==> src/rtl/occ_rom_arbiter.sv <==
// Round-robin arbiter sharing the single rom_Occ read port between two
// requesters. A {vld, id} tag pipeline tracks each read through the ROM's fixed
// latency, so returned data is steered to the requester that issued it.
module occ_rom_arbiter #(
    parameter int ADDR_W  = 8,
    parameter int DATA_W  = 32,
    parameter int ROM_LAT = 1
) (
    input  logic              clk,
    input  logic              rst_n,
    input  logic              req0_valid_i,
    input  logic [ADDR_W-1:0] req0_addr_i,
    output logic              req0_ready_o,
    output logic              rsp0_valid_o,
    output logic [DATA_W-1:0] rsp0_data_o,
    input  logic              req1_valid_i,
    input  logic [ADDR_W-1:0] req1_addr_i,
    output logic              req1_ready_o,
    output logic              rsp1_valid_o,
    output logic [DATA_W-1:0] rsp1_data_o,
    output logic              ce_rom_Occ_o,
    output logic [ADDR_W-1:0] addr_rom_Occ_o,
    input  logic [DATA_W-1:0] data_rom_Occ_i,
    output logic              busy_o,
    output logic [15:0]       conflict_cnt_o
);

    localparam logic [15:0] CNT_MAX = 16'hFFFF;

    // Saturating increment for the conflict counter: sticks at all-ones.
    function automatic logic [15:0] sat_inc16(input logic [15:0] val);
        if (val == CNT_MAX) begin
            return CNT_MAX;
        end
        return val + 16'd1;
    endfunction

    logic               grant0;
    logic               grant1;
    logic               grant_any;
    logic               grant_id;
    logic               last_grant;
    logic               both_valid;
    logic [ROM_LAT-1:0] tag_vld_p;
    logic [ROM_LAT-1:0] tag_id_p;
    logic               tag_vld_last;
    logic               tag_id_last;

    assign both_valid = req0_valid_i & req1_valid_i;

    // Round-robin grant: on a tie the requester that did not win last time wins.
    always_comb begin
        grant0 = 1'b0;
        grant1 = 1'b0;
        if (both_valid) begin
            if (last_grant) begin
                grant0 = 1'b1;
            end else begin
                grant1 = 1'b1;
            end
        end else if (req0_valid_i) begin
            grant0 = 1'b1;
        end else if (req1_valid_i) begin
            grant1 = 1'b1;
        end
    end

    assign grant_any      = grant0 | grant1;
    assign grant_id       = grant1;
    assign req0_ready_o   = grant0;
    assign req1_ready_o   = grant1;
    assign ce_rom_Occ_o   = grant_any;
    assign addr_rom_Occ_o = grant0 ? req0_addr_i :
                            grant1 ? req1_addr_i : '0;

    // Remember the last winner; reset value 1 lets req0 win the first tie.
    always_ff @(posedge clk) begin
        if (!rst_n) begin
            last_grant <= 1'b1;
        end else if (grant_any) begin
            last_grant <= grant_id;
        end
    end

    // --- stage p0..p(ROM_LAT-1): tag valid follows each read through the ROM
    always_ff @(posedge clk) begin
        if (!rst_n) begin
            tag_vld_p <= '0;
        end else begin
            tag_vld_p[0] <= grant_any;
            for (int i = 1; i < ROM_LAT; i++) begin
                tag_vld_p[i] <= tag_vld_p[i-1];
            end
        end
    end

    // Tag id travels with its valid bit; only consumed when that bit is set.
    always_ff @(posedge clk) begin
        tag_id_p[0] <= grant_id;
        for (int i = 1; i < ROM_LAT; i++) begin
            tag_id_p[i] <= tag_id_p[i-1];
        end
    end

    assign tag_vld_last = tag_vld_p[ROM_LAT-1];
    assign tag_id_last  = tag_id_p[ROM_LAT-1];

    // --- response stage: steer ROM data to the owning requester, pulse valid
    always_ff @(posedge clk) begin
        if (!rst_n) begin
            rsp0_valid_o <= 1'b0;
            rsp1_valid_o <= 1'b0;
        end else begin
            rsp0_valid_o <= tag_vld_last & ~tag_id_last;
            rsp1_valid_o <= tag_vld_last & tag_id_last;
        end
    end

    // Response data holds until that requester's own next response.
    always_ff @(posedge clk) begin
        if (!rst_n) begin
            rsp0_data_o <= '0;
            rsp1_data_o <= '0;
        end else if (tag_vld_last) begin
            if (tag_id_last) begin
                rsp1_data_o <= data_rom_Occ_i;
            end else begin
                rsp0_data_o <= data_rom_Occ_i;
            end
        end
    end

    // Count cycles in which both requesters contend, saturating at all-ones.
    always_ff @(posedge clk) begin
        if (!rst_n) begin
            conflict_cnt_o <= '0;
        end else if (both_valid) begin
            conflict_cnt_o <= sat_inc16(conflict_cnt_o);
        end
    end

    assign busy_o = req0_valid_i | req1_valid_i | (|tag_vld_p) |
                    rsp0_valid_o | rsp1_valid_o;

endmodule

==> config.mk <==
export PLATFORM = sky130hd
export DESIGN_NAME = occ_rom_arbiter
export DESIGN_NICKNAME = d
export VERILOG_FILES = /design/src/rtl/occ_rom_arbiter.sv
export SDC_FILE = /design/constraint.sdc
export NUM_CORES = 1
export LEC_CHECK = 0
export CORE_MARGIN = 2
export CORE_UTILIZATION = 42
export CTS_BUF_LIST = sky130_fd_sc_hd__clkbuf_16
export DETAILED_ROUTE_END_ITERATION = 8
export PLACE_DENSITY = 0.79
export SYNTH_ARGS = -nofsm -noshare
export SYNTH_HDL_FRONTEND = slang
export SYNTH_SLANG_ARGS = --single-unit
==> constraint.sdc <==
create_clock -name clk -period 1.6 [get_ports clk]
set_input_delay 0.16 -clock clk [delete_from_list [all_inputs] [get_ports clk]]
set_output_delay 0.16 -clock clk [all_outputs]
set_load 0.03 [all_outputs]
Pin placement:
(4 px per µm) Pins as bars across the die edge, other pins in gray.
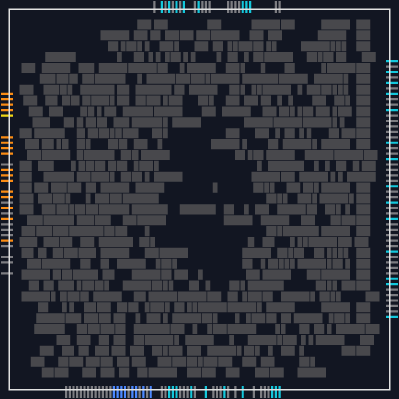
clk: drawn in yellow, pins 1, direction input, edge left. addr_rom_Occ_o: drawn in blue, pins 8, direction output, edge bottom. data_rom_Occ_i: drawn in cyan, pins 32, direction input, edge 14 right, 10 bottom, 8 top. conflict_cnt_o: drawn in orange, pins 16, direction output, edge left.
All pins by edge: 49 bottom, 48 right, 27 left, 22 top.

Zoomed window:
Region (27, 27) to (67, 67) µm. Cells in gray, sequential cells in the stronger gray; small squares are vias.
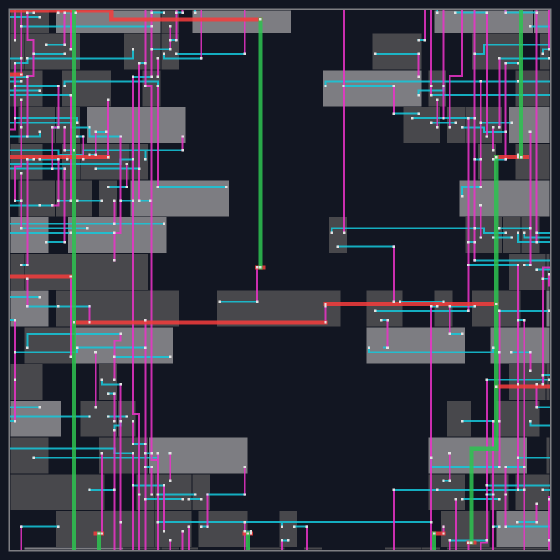
metal 3: drawn in red. metal 4: drawn in green. metal 1: drawn in cyan. metal 2: drawn in magenta.
Sequential cells in the window: 14. 73 logic cells have their middle in the window. Most frequent: nand2_1 (19), dfxtp_1 (13), a21boi_0 (12). Netlist names of flops here include rsp1_data_o (6), rsp0_data_o (5), conflict_cnt_o (3).

==> flow_summary_export.csv <==
group,metric,value,unit
yosys,synthCells,396,
yosys,synthArstFlopShare,0,
yosys,synth-edff-count,0,
setup_path,rr_endpoint,"conflict_cnt_o[13]",
placement,dp_hpwl,6430,µm
power_and_ir_drop,p_seq_frac,0.446,
global_route,grt_usage,0.210,
setup_path,crit_family,"buffers and inverters",
die,core-area,0.00809,mm²
clock_tree,clk_pin_slew_worst_paths,0.06,ns
clock_tree,tritoncts,"yes",
setup_path,cp_max_fo,5,
die,fp-row-count,33,
yosys,synth_top_cell_by_count,"nand2_1",
setup_path,cp-start-kind,"flop",
job,warnings,28,
final_timing,finalClockSkew,0.00798,ns
finish,syn2layout_area_growth,58.1,%
power_and_ir_drop,ir_drop,0.696,mV
die,fp_util,0.427,
setup_path,endpoint,"conflict_cnt_o[6]",
min_path,hold_start,"req0_valid_i",
power_and_ir_drop,power_leader,"registers",
setup_path,worst-path-buf-inv,1,
power_and_ir_drop,p_seq,2.24,mW
final_timing,worst_slew_pin_slew,0.369,ns
yosys,netlist.area_leader.share,0.492,
finish,layoutNonFillerInstCount,658,
yosys,synth.cellmix.simpleShare,0.216,
die,dieArea,0.00897,mm²
yosys,syn_area,0.00346,mm²
final_timing,finalSetupTns,0,ns
drt,ant_nets,0,
global_route,antenna_found_initial,0,
final_timing,hold_viol,0,
setup_path,endpoint_kind,"output pin",
clock_tree,cts_hold_buffers,0,
finish,final_core_utilization,0.675,
yosys,netlist_logic_family_top,"simple AND/OR/NAND/NOR gates",
global_route,grt_pass1_vias,3179,
yosys,area_leaders,"dfxtp_1 (49%), nand2_1 (15%), a21boi_0 (14%)",
global_route,grt_start_max_net_pins,86,
yosys,avgSynthCellArea,8.73,µm²
placement,place.gp.congestion,0.853,
global_route,grt_pass1_wl,14700,µm
clock_tree,clockRootBuffer,"clkbuf_16",
final_timing,min_period,1.56,ns
power_and_ir_drop,p_clk_frac,0.387,
final_timing,slew_violations,0,
final_timing,period_used_share,0.975,
clock_tree,cts.sinks,85,
yosys,yosysWarnings,0,
finish,design_area,0.00547,mm²
yosys,ff_type,"dfxtp_1",
global_route,gr-total-overflow,0,
setup_path,critPathMaxStageDelay,0.68,ns
drt,drt_pass1_iterations,4,
drt,wl_per_cell,14.4,µm
setup_path,cp_cell_sequence,"clkdlybuf4s50_1",
power_and_ir_drop,pg_clk,1.95,mW
power_and_ir_drop,combPwrFrac,0.168,
min_path,whs_endpoint,"tag_vld_last",
yosys,yosysUniqueCellTypes,37,
power_and_ir_drop,pg_comb,0.844,mW
clock_tree,cts_max_level,3,
final_timing,max_freq,641,MHz
setup_path,rrSetupSlack,0.07,ns
setup_path,crit_type,"flop to output pin",
die,chipHeight,94.7,µm
die,io-pin-count,146,
finish,drive_above_1_share,0.154,
power_and_ir_drop,powerDensity,921,mW/mm²
setup_path,worstRegToRegCells,5,
clock_tree,clock_path_buffers,2,
clock_tree,cts_made_buffers,9,
setup_path,critPathLaunch,"conflict_cnt_o[6]",
power_and_ir_drop,swShare,0.272,
setup_path,cp.depth,1,
yosys,ys_cells,396,
clock_tree,clk_latency,0.33,ns
final_timing,slew_headroom,0.753,
yosys,mux_share,0.00579,
outcome,status,"finished clean",
finish,nFillCells,678,
finish,top_regs,"rsp0_data_o (32), rsp1_data_o (32), conflict_cnt_o (16)",
final_timing,fin_ws,0.0404,ns
placement,place_inst,638,
power_and_ir_drop,total_power,5.04,mW
setup_path,cp_data_arrival_time,1.40,ns
final_timing,setup_viol,0,
die,die_x,94.7,µm
finish,finalNetCount,601,
M2 wires:
(4 px per µm) Cells faint in the background.
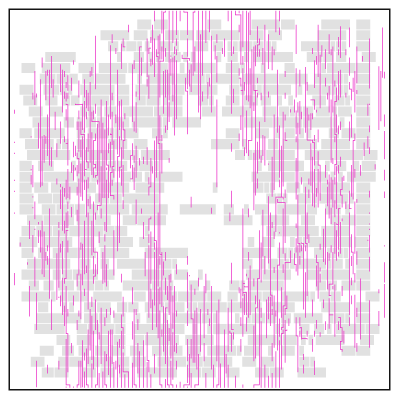
The layer holds 49% of the routed length. 515 nets have wire on it. The layer carries 4660 µm of wire. The longest straight run is 27.7 µm. The wires run mostly vertical.
via count: 3240
GR Layer Usage met2: 0.377
total wire length: 9460 µm

==> timing repair <==
item | 4_1_cts | 5_1_grt
endpoints found under the setup margin | 15 | 25
pin swaps | 0 | 5
gates cloned | 0 | 1
setup buffers | 0 | 3
resized | 17 | 8
==> worst register-to-register path: cells and delay by family (launching register included) <==
| family | cells | cell delay (ns) |
|---|---|---|
| simple gates | 3 | 0.71 |
| flops | 1 | 0.40 |
| buf+inv | 1 | 0.20 |
| compound gates | 1 | 0.15 |
==> layout by cell type (no fill, tap or decap), types with 2 or more instances in the layout <==
cell / count
nand2_1: 137
clkdlybuf4s50_1: 126
dfxtp_1: 73
a21boi_0: 64
buf_4: 26
a21boi_2: 11
xnor2_1: 10
clkbuf_16: 9
dfxtp_2: 9
a22o_1: 8
inv_1: 6
dlygate4sd2_1: 5
buf_12: 5
nand3_1: 4
nor4_1: 4
nor2_1: 4
inv_6: 4
and2_1: 3
o21ai_0: 3
nand4_1: 3
dfxtp_4: 3
and2_4: 2
mux2i_1: 2
a21boi_1: 2
nor3_1: 2
clkinvlp_4: 2
dlymetal6s2s_1: 2
buf_6: 2
==> routing by layer <==
| metal | global-route usage | up-vias | routed length [µm] |
|---|---|---|---|
| met4 | 0.105 | 0 | 235 |
| li1 | - | 1623 | - |
| met2 | 0.377 | 112 | 4660 |
| met5 | 0 | - | 0 |
| met1 | 0.229 | 1484 | 3920 |
| met3 | 0.0527 | 21 | 645 |
==> cell type report <==
cell class / count / area share
flip-flops and latches: 85 / 0.315
multi-input cells: 279 / 0.303
repair buffers: 167 / 0.302
clock buffers: 9 / 0.0412
well taps: 105 / 0.0240
clock inverters: 7 / 0.0101
inverters: 6 / 0.00412
No activity file was given, so power comes from the tool's default toggle rates.
